**config.mk**
```make
export PLATFORM = sky130hd
export DESIGN_NAME = div_iter
export DESIGN_NICKNAME = d
export VERILOG_FILES = /design/src/rtl/div_iter.sv
export SDC_FILE = /design/constraint.sdc
export NUM_CORES = 1
export LEC_CHECK = 0
export ABC_AREA = 1
export CAP_MARGIN = 20
export CORE_ASPECT_RATIO = 2
export CORE_UTILIZATION = 55
export CTS_CLUSTER_SIZE = 25
export DETAILED_ROUTE_END_ITERATION = 7
export GPL_ROUTABILITY_DRIVEN = 0
export HOLD_SLACK_MARGIN = 0.06
export PLACE_DENSITY = 0.79
export SYNTH_ARGS = -nofsm -noshare
export SYNTH_HDL_FRONTEND = slang
export SYNTH_SLANG_ARGS = --single-unit
```
**constraint.sdc**
```tcl
create_clock -name clk -period 4 [get_ports clk]
set_input_delay 0.6 -clock clk [delete_from_list [all_inputs] [get_ports clk]]
set_output_delay 0.6 -clock clk [all_outputs]
set_load 0.01 [all_outputs]
```
**src/rtl/div_iter.sv**
```systemverilog
// Purpose : multi-cycle restoring divider for DIV/DIVU, result goes to the HI (rem) / LO (quo) write port.
// Latency : res_valid rises WIDTH+1 edges after the start edge (WIDTH RUN steps plus one sign-fix edge).
// Backpres: result held in DONE until res_ready; no new start accepted until the handoff completes.
//
// Ports:
//   clk, resetn            rising-edge clock, asynchronous active-low reset
//   flush                  synchronous abort, beats every other input
//   div_valid/div_ready    start handshake (div_ready only in IDLE)
//   div_signed             1 = DIV (two's complement), 0 = DIVU
//   div_a, div_b           dividend, divisor
//   res_valid/res_ready    result handshake
//   res_quo, res_rem       quotient (LO), remainder (HI); hold their value after handoff
//   busy                   unit not idle, used for the HI/LO hazard stall
module div_iter #(
  parameter int WIDTH = 32
) (
  input  logic             clk,
  input  logic             resetn,
  input  logic             flush,
  input  logic             div_valid,
  output logic             div_ready,
  input  logic             div_signed,
  input  logic [WIDTH-1:0] div_a,
  input  logic [WIDTH-1:0] div_b,
  output logic             res_valid,
  input  logic             res_ready,
  output logic [WIDTH-1:0] res_quo,
  output logic [WIDTH-1:0] res_rem,
  output logic             busy
);

  localparam int CW = $clog2(WIDTH) + 1;
  localparam logic [CW-1:0] CNT_LAST = CW'(WIDTH - 1);

  localparam logic [1:0] ST_IDLE = 2'd0;
  localparam logic [1:0] ST_RUN  = 2'd1;
  localparam logic [1:0] ST_FIX  = 2'd2;
  localparam logic [1:0] ST_DONE = 2'd3;

  logic [1:0]       state;
  logic [CW-1:0]    cnt;
  logic [WIDTH-1:0] rem;
  logic [WIDTH-1:0] quo;      // holds the dividend, shifted out MSB-first as quotient bits shift in
  logic [WIDTH-1:0] dvsr;
  logic             sign_q;
  logic             sign_r;

  logic [WIDTH-1:0] abs_a;
  logic [WIDTH-1:0] abs_b;
  logic [WIDTH-1:0] shifted;
  logic [WIDTH:0]   diff;
  logic             borrow;

  assign abs_a = (div_signed && div_a[WIDTH-1]) ? -div_a : div_a;
  assign abs_b = (div_signed && div_b[WIDTH-1]) ? -div_b : div_b;

  // The partial remainder is always below 2^(WIDTH-1) before a shift (it is a
  // prefix of at most WIDTH-1 dividend bits), so dropping rem's MSB loses nothing.
  assign shifted = {rem[WIDTH-2:0], quo[WIDTH-1]};
  assign diff    = {1'b0, shifted} - {1'b0, dvsr};
  assign borrow  = diff[WIDTH];

  assign busy      = (state != ST_IDLE);
  assign div_ready = (state == ST_IDLE);

  always_ff @(posedge clk or negedge resetn) begin
    if (!resetn) begin
      state     <= ST_IDLE;
      cnt       <= '0;
      rem       <= '0;
      quo       <= '0;
      dvsr      <= '0;
      sign_q    <= 1'b0;
      sign_r    <= 1'b0;
      res_valid <= 1'b0;
      res_quo   <= '0;
      res_rem   <= '0;
    end else if (flush) begin
      // Abort wins over start, stepping and handoff; res_quo/res_rem are left alone.
      state     <= ST_IDLE;
      cnt       <= '0;
      res_valid <= 1'b0;
    end else begin
      case (state)
        ST_IDLE: begin
          if (div_valid) begin
            state  <= ST_RUN;
            quo    <= abs_a;
            dvsr   <= abs_b;
            rem    <= '0;
            cnt    <= '0;
            sign_q <= div_signed & (div_a[WIDTH-1] ^ div_b[WIDTH-1]);
            sign_r <= div_signed & div_a[WIDTH-1];
          end
        end
        ST_RUN: begin
          rem <= borrow ? shifted : diff[WIDTH-1:0];
          quo <= {quo[WIDTH-2:0], ~borrow};
          cnt <= cnt + 1'b1;
          if (cnt == CNT_LAST) begin
            state <= ST_FIX;
          end
        end
        ST_FIX: begin
          // Divide-by-zero and 0x80000000/-1 fall out of the magnitude result naturally.
          res_quo   <= sign_q ? -quo : quo;
          res_rem   <= sign_r ? -rem : rem;
          res_valid <= 1'b1;
          state     <= ST_DONE;
        end
        ST_DONE: begin
          if (res_ready) begin
            res_valid <= 1'b0;
            state     <= ST_IDLE;
          end
        end
        default: begin
          state <= ST_IDLE;
        end
      endcase
    end
  end

endmodule

```
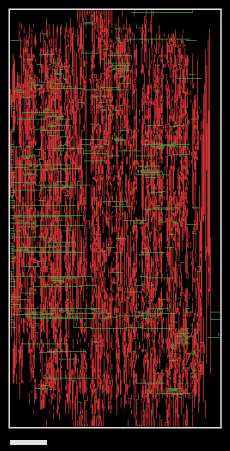
**Above:** run 1 (signal wires by layer).
The bar under the picture is 20 um long. Only two layers are drawn.
[M3] green | wire length: 2360 um
[M2] red | wire length: 24.3 mm

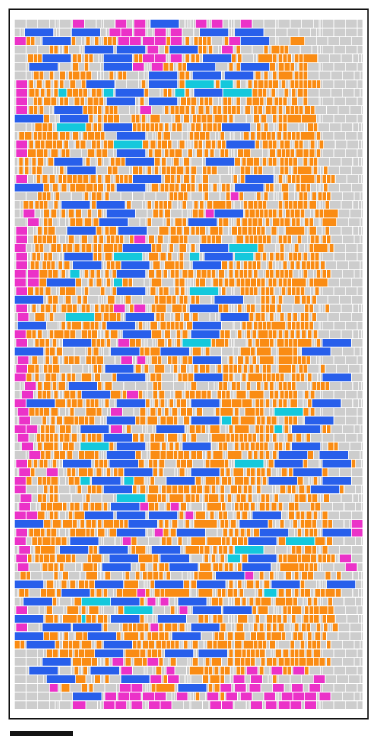
**Above:** run 1 (placement by cell class).
The bar under the picture is 20 um long. Fill, decap, tap and diode cells in gray.
[remaining buffers and delay cells] magenta | cells: 152 | share of their area: 9.7%
[remaining logic cells] orange | cells: 1908 | share of their area: 58%
[clock drivers and dummy loads] cyan | cells: 32 | share of their area: 3.7%
[registers] blue | cells: 171 | share of their area: 28%

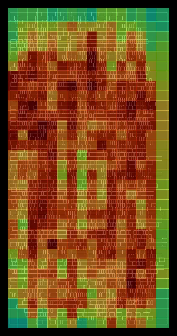
**Above:** run 1 (routing congestion map).
M2 GR Usage: 0.703
fin util: 0.651
routing usage on met3: 0.0557

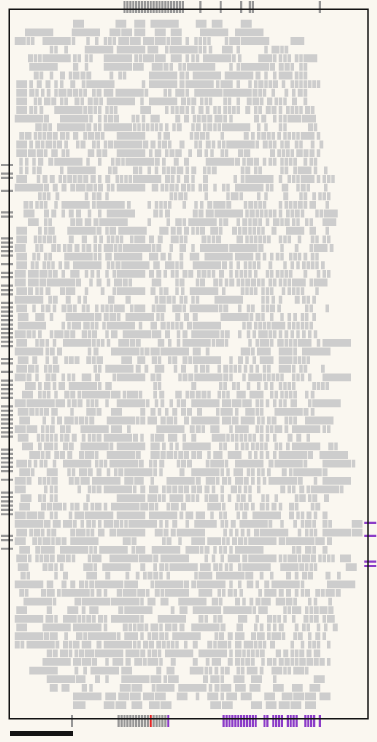
**Above:** run 1 (pin map).
The bar under the picture is 20 um long. Pins as bars across the die edge, other pins in gray.
[div_b] purple | pins: 32 | direction: input | edge: 28 south, 4 east
[flush] red | pins: 1 | direction: input | edge: south
all pins by edge: 60 west, 46 south, 27 north, 4 east

==> results.toml, run 1 <==
# implementation run metrics
[final_layout]
regArea_um2 = 4280
buf_share = 0.0952
sh_seq_area = 0.275
drive_gt1_frac = 0.0380
comb_share = 0.491
final_cells = 2550
clkCellAreaFrac = 0.0362
n_all_buffers = 152
inverters = 329
logic_area_um2 = 7650
most-common-layout-cells = "nand2_1, inv_1, nand3_1"
final_common_cell = "nand2_1"
fillCellCount = 2200
antenna_cells = 0
nets = 2363
syn_to_final_growth_pct = 15.6
design_area_um2 = 15600
flops = 171
clock_buffers = 18
comb_cells = 1579

[global_route]
grt_first_pass_wirelength_mm = 72.9
grt_pass1_vias = 14433
grt_max_degree = 97
antenna_found_initial = 0
globalRouteOverflowTotal = 0
grt_use_met1 = 0.355
groute.usage.overall = 0.381
grt-busiest-layer = "met2"

[clock_tree]
post-cts-setup-buffers = 0
clock-sinks = 171
root_buffer = "clkbuf_16"
numCtsBuffers = 17
clk_latency_ns = 0.47
cts_tree = "done"
path_clk_slew_ns = 0.07
clockBufferDepth = 2
post_cts_resized = 0
cts_hold_buf = 0
htree_levels = 4

[critical_path]
reg2regPathDepth = 10
critPathRequiredTime_ns = 4.35
endpoint_kind = "flip-flop"
critPathMaxStageDelay_ns = 0.51
cp.depth = 10
cp-endpoint = "rem[31]"
criticalPathCategory = "flip-flop to flip-flop"
reg2reg_from = "rem[20]"
critPathLaunch = "rem[20]"
critPathArrivalTime_ns = 3.12
path_cells = "ha_1 > nand2_1 > nor2_2 > nand2_1 > nor2_2 > nand2_4 > nand2_4 > nand3_1 > nand2_1 > nand2_1"
crit_fanout = 33
reg2reg_to = "rem[31]"
critPathBufInv = 0
crit_path_start_kind = "flip-flop"
cp_slowest_cell = "dfrtp_1"
r2r_slack_ns = 1.23
path_delay_family = "simple AND/OR/NAND/NOR gates"
crit_top_cell = "nand2_1"

[routing]
post_drt_via_cell_ratio = 5.73
ant_nets = 0
first_pass_iters = 8
wl_met2_mm = 24.3
drc = 1
num_vias = 14623
wirelength_mm = 46.2
wl_met3_mm = 2.36
drt-initial-drc-count = 1138
met1_length_mm = 15.0
routed.top_layer = "met4"
wire_per_inst_um = 18.1

[pwr]
power.switching_mw = 7.01
p_leak_nw = 8.23
vdd_drop_max_v = 0.000463
clkPwrFrac = 0.125
sw_frac_of_total = 0.531
p_comb_frac = 0.638
comb-power_mw = 8.41
finalPower_mw = 13.2
p_seq_frac = 0.238
p_seq_mw = 3.13
intPower_mw = 6.18
maxPowerGroup = "combinational logic"
clock_power_mw = 1.65
pwr_density_cell_nw_per_um2 = 847

[timing]
tightest_slew_ns = 0.913
fin_skew_ns = 0.0163
rsz0062_at_grt = "no"
period_used_share = 0.694
drv_slew = 0
setup_viol = 0
worst_slack_ns = 1.23
finalHoldViolations = 0
fmax_mhz = 360
timing.hold.ws_ns = 0.194
finalSetupTns_ns = 0
slew_headroom = 0.391
fin_crit_ns = 2.78

[logic_synthesis]
ys_top_logic_family = "simple AND/OR/NAND/NOR gates"
ys_seq_share = 0.318
ys_cells = 2143
synth_nets = 2256
syn_area_per_cell_um2 = 6.28
syn_area_um2 = 13500
synth_adder_area_share = 0.0405
top_cell_area_share = 0.318
yosysUniqueCellTypes = 49
synthArstFlopShare = 1.00
yosysWarnings = 0
synth-xor-area-share = 0.0442
ys_chip_area_um2 = 13500
mux_share = 0
post-synth-top-count-cell = "nand2_1"
edf_count = 0
top_area_cell = "dfrtp_1"
flop_cell = "dfrtp_1"
ys_sh_aoi = 0.102
ys_sh_simple = 0.380
ys_ff = 171
area_leaders = "dfrtp_1, nand2_1, inv_1, nand3_1, nor2_1"
synth_cells = 2143

[floorplanning]
die_y_um = 223
ios = 137
die_width_um = 113
chipArea_um2 = 25200
coreArea_um2 = 23900
row_count = 80
tap_cells = 287
fp_util = 0.563

[outcome]
outcome = "complete, but fails checks"
violations = "DRC"

[place]
placed_cell_area_um2 = 15000
io_buffers = 136
dp.cells = 2518
pre_cts_ws_ns = 1.12
dpl.hpwl_mm = 36.1

[flow_run]
warnings = 30
maxCapViolations = 0

[worst_hold_path]
hold_path.class = "input pin to async pin"
==> run 2, diff against run 1 <==
Clock period 4 ns to 2.85 ns, I/O delays scaled along.
==> run 2 against run 1 <==
The run now ends clean. Register-to-register slack lost 1.1 ns. Maximum frequency rose by 3.0%. Total power is 41% higher. Non-clock buffer count increased by 6. Count of clock-buffer cells in the layout unchanged. Critical path depth up 7. Clock power increased by 46%. Synthesized cell count stayed put. Wire length down 1.8%.
==> results.toml, run 2 <==
# implementation run metrics
[critical_path]
reg2regPathDepth = 17
reg2reg_from = "quo[31]"
crit_fanout = 32
cp-endpoint = "rem[27]"
cp.depth = 17
critPathRequiredTime_ns = 3.24
r2r_slack_ns = 0.16
critPathBufInv = 4
cp_slowest_cell = "dfrtp_1"
endpoint_kind = "flip-flop"
critPathLaunch = "quo[31]"
path_delay_family = "simple AND/OR/NAND/NOR gates"
reg2reg_to = "rem[27]"
crit_top_cell = "nand2_1"
crit_path_start_kind = "flip-flop"
critPathArrivalTime_ns = 3.09
critPathMaxStageDelay_ns = 0.45
criticalPathCategory = "flip-flop to flip-flop"

[global_route]
grt_use_met1 = 0.352
grt-busiest-layer = "met2"
grtUsageMet2 = 0.702
globalRouteOverflowTotal = 0
use_met3 = 0.0636
antenna_found_initial = 0
grt_first_pass_wirelength_mm = 73.2
grt_pass1_vias = 14680
groute.usage.overall = 0.379

[logic_synthesis]
synth_adder_area_share = 0.0405
synth-xor-area-share = 0.0442
synth_cells = 2143
area_leaders = "dfrtp_1, nand2_1, inv_1, nand3_1, nor2_1"
ys_chip_area_um2 = 13500
synthArstFlopShare = 1.00
ys_sh_aoi = 0.102
top_area_cell = "dfrtp_1"
ys_sh_simple = 0.380
ys_ff = 171
mux_share = 0
ys_top_logic_family = "simple AND/OR/NAND/NOR gates"
yosysUniqueCellTypes = 49
ys_cells = 2143
edf_count = 0
top_cell_area_share = 0.318
post-synth-top-count-cell = "nand2_1"
ys_seq_share = 0.318
yosysWarnings = 0
syn_area_per_cell_um2 = 6.28
syn_area_um2 = 13500
flop_cell = "dfrtp_1"

[final_layout]
final_common_cell = "nand2_1"
flops = 171
fillCellCount = 2159
comb_share = 0.489
regArea_um2 = 4280
buf_share = 0.0984
utilization = 0.655
drive_gt1_frac = 0.0405
syn_to_final_growth_pct = 16.4
inverters = 329
n_all_buffers = 158
clock_buffers = 18
clkCellAreaFrac = 0.0381
antenna_cells = 0
most-common-layout-cells = "nand2_1, inv_1, nand3_1"
logic_area_um2 = 7660
sh_seq_area = 0.273
nets = 2369
design_area_um2 = 15700

[pwr]
clock_power_mw = 2.41
p_leak_nw = 8.29
sw_frac_of_total = 0.523
p_comb_frac = 0.634
clkPwrFrac = 0.129
pwr_density_cell_nw_per_um2 = 1190
p_seq_frac = 0.237
power.switching_mw = 9.76
vdd_drop_max_v = 0.000749
p_seq_mw = 4.41
maxPowerGroup = "combinational logic"
comb-power_mw = 11.8
finalPower_mw = 18.7

[timing]
fin_crit_ns = 2.69
drv_slew = 0
slew_headroom = 0.538
timing.hold.ws_ns = 0.480
worst_slack_ns = 0.157
tightest_slew_ns = 0.688
period_used_share = 0.945
setup_viol = 0
fin_skew_ns = 0.0116
fmax_mhz = 371
finalSetupTns_ns = 0
rsz0062_at_grt = "no"

[routing]
ant_nets = 0
drc = 0
wl_met3_mm = 2.29
met1_length_mm = 14.7
num_vias = 14558
wire_per_inst_um = 17.8
routed.top_layer = "met4"
drt-initial-drc-count = 1037
wirelength_mm = 45.4
first_pass_iters = 6
post_drt_via_cell_ratio = 5.70
wl_met2_mm = 24.0

[clock_tree]
path_clk_slew_ns = 0.07
clk_latency_ns = 0.46
root_buffer = "clkbuf_16"
numCtsBuffers = 17
htree_levels = 4
cts_hold_buf = 1
clock-sinks = 171
cts_tree = "done"
post-cts-setup-buffers = 0
clockBufferDepth = 2
post_cts_resized = 0

[floorplanning]
die_y_um = 223
ios = 137
row_count = 80
chipArea_um2 = 25200
die_width_um = 113
fp_util = 0.563
tap_cells = 287
coreArea_um2 = 23900

[outcome]
outcome = "finished clean"

[flow_run]
warnings = 30
maxCapViolations = 0

[worst_hold_path]
hold_path.class = "flip-flop to flip-flop"

[place]
pre_cts_ws_ns = 0.143
placed_cell_area_um2 = 15100
dpl.hpwl_mm = 35.6
io_buffers = 136
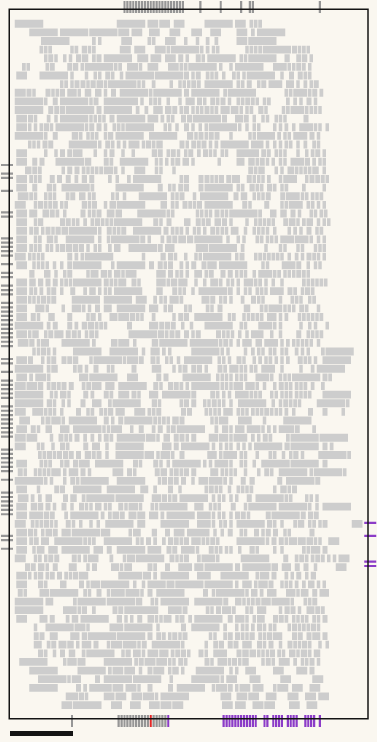
**Above:** run 2 (pin map).
The bar under the picture is 20 um long. Pins as bars across the die edge, other pins in gray.
[div_b] purple | pins: 32 | direction: input | edge: 28 south, 4 east
[flush] red | pins: 1 | direction: input | edge: south
all pins by edge: 60 west, 46 south, 27 north, 4 east

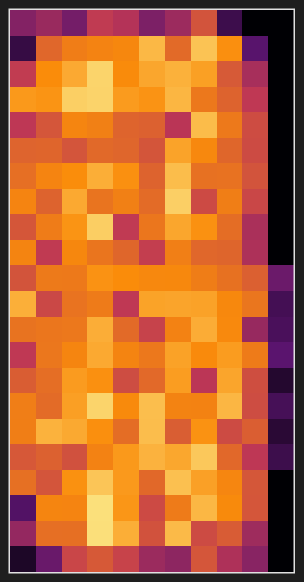
**Above:** run 2 (local utilization).
The die is cut into 11 by 22 equal tiles; black is low, pale yellow is high, 0 to 100% covered.
emptiest ninth of the die: north-east
tiles over 75% full: 27%
fullest tile: 93%
mean over tiles: 61%
nearly empty tiles: 6.2%

==> run 3, diff against run 2 <==
Settings changed: PLACE_DENSITY 0.79 to unset, PLACE_DENSITY_LB_ADDON set to 0.2.
==> run 3 against run 2 <==
Setup slack improved by 0.0089 ns. Global-route usage decreased by 0.44 points. Maximum frequency increased by 0.33%. Core utilization increased by 0.12 points. Count of clock-buffer cells in the layout increased by 4. Sequential power about the same. Combinational power about the same. Die area unchanged. Synthesized area unchanged. Synthesized cell count unchanged. Register-to-register slack about the same.
==> results.toml, run 3 <==
# implementation run metrics
[outcome]
outcome = "finished clean"

[flow_run]
warnings = 30
maxCapViolations = 0

[critical_path]
crit_path_start_kind = "flip-flop"
criticalPathCategory = "flip-flop to flip-flop"
cp.depth = 15
crit_fanout = 33
cp_slowest_cell = "dfrtp_1"
critPathMaxStageDelay_ns = 0.43
critPathArrivalTime_ns = 3.03
critPathBufInv = 2
endpoint_kind = "flip-flop"
critPathLaunch = "quo[31]"
crit_top_cell = "nand2_1"

[floorplanning]
ios = 137
die_width_um = 113
fp_util = 0.563
coreArea_um2 = 23900
row_count = 80
die_y_um = 223
tap_cells = 287

[logic_synthesis]
ys_sh_aoi = 0.102
yosysUniqueCellTypes = 49
ys_ff = 171
syn_area_per_cell_um2 = 6.28
ys_cells = 2143
ys_top_logic_family = "simple AND/OR/NAND/NOR gates"
edf_count = 0
ys_sh_simple = 0.380
syn_area_um2 = 13500
post-synth-top-count-cell = "nand2_1"
top_area_cell = "dfrtp_1"
area_leaders = "dfrtp_1, nand2_1, inv_1, nand3_1, nor2_1"
ys_seq_share = 0.318
synthArstFlopShare = 1.00
flop_cell = "dfrtp_1"
synth-xor-area-share = 0.0442
synth_adder_area_share = 0.0405
mux_share = 0

[final_layout]
clkCellAreaFrac = 0.0376
inverters = 329
utilization = 0.656
final_common_cell = "nand2_1"
syn_to_final_growth_pct = 16.6
sh_seq_area = 0.273
flops = 171
antenna_cells = 0
comb_share = 0.488
clock_buffers = 22
buf_share = 0.100
design_area_um2 = 15700
nets = 2372
logic_area_um2 = 7660
most-common-layout-cells = "nand2_1, inv_1, nand3_1"

[global_route]
groute.usage.overall = 0.374
grt-busiest-layer = "met2"
antenna_found_initial = 0
grtUsageMet2 = 0.697
grt_pass1_vias = 14373
globalRouteOverflowTotal = 0
grt_use_met1 = 0.335

[routing]
first_pass_iters = 5
wl_met2_mm = 23.7
post_drt_via_cell_ratio = 5.63
wirelength_mm = 45.1
drt-initial-drc-count = 935
drc = 0
routed.top_layer = "met4"
wire_per_inst_um = 17.6
met1_length_mm = 14.7

[pwr]
maxPowerGroup = "combinational logic"
comb-power_mw = 11.8
finalPower_mw = 18.6
p_leak_nw = 8.31
clock_power_mw = 2.38
power.switching_mw = 9.69
p_comb_frac = 0.634
p_seq_mw = 4.43

[clock_tree]
post_cts_resized = 0
path_clk_slew_ns = 0.07
htree_levels = 4
root_buffer = "clkbuf_16"
cts_hold_buf = 1
clockBufferDepth = 2
numCtsBuffers = 17
cts_tree = "done"
clk_latency_ns = 0.46

[timing]
setup_viol = 0
fin_crit_ns = 2.68
rsz0062_at_grt = "no"
fin_skew_ns = 0.0110
fmax_mhz = 373
tightest_slew_ns = 0.792
slew_headroom = 0.472
worst_slack_ns = 0.166
finalSetupTns_ns = 0

[worst_hold_path]
hold_path.class = "flip-flop to flip-flop"

[place]
io_buffers = 136
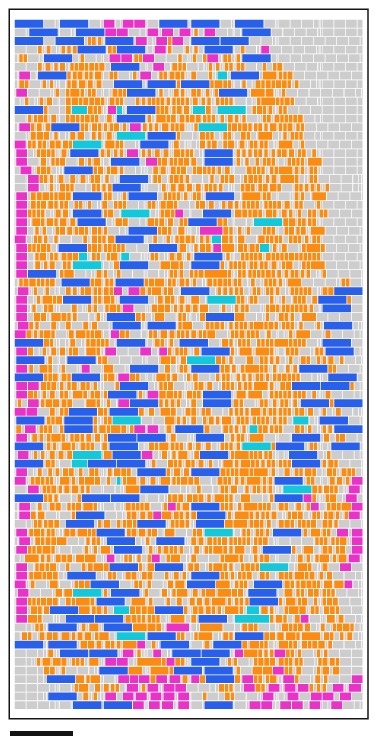
**Above:** run 3 (placement by cell class).
The bar under the picture is 20 um long. Fill, decap, tap and diode cells in gray.
[remaining logic cells] orange | cells: 1908 | share of their area: 58%
[clock drivers and dummy loads] cyan | cells: 32 | share of their area: 3.8%
[registers] blue | cells: 171 | share of their area: 28%
[remaining buffers and delay cells] magenta | cells: 161 | share of their area: 10%

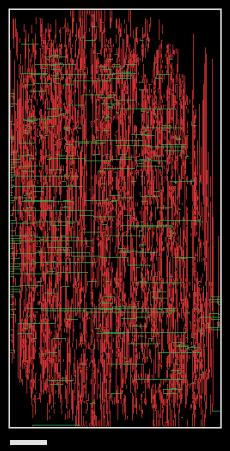
**Above:** run 3 (signal wires by layer).
The bar under the picture is 20 um long. Only two layers are drawn.
[M3] green | wire length: 2410 um
[M2] red | wire length: 23.7 mm

Power is estimated from default activity; no workload was simulated.
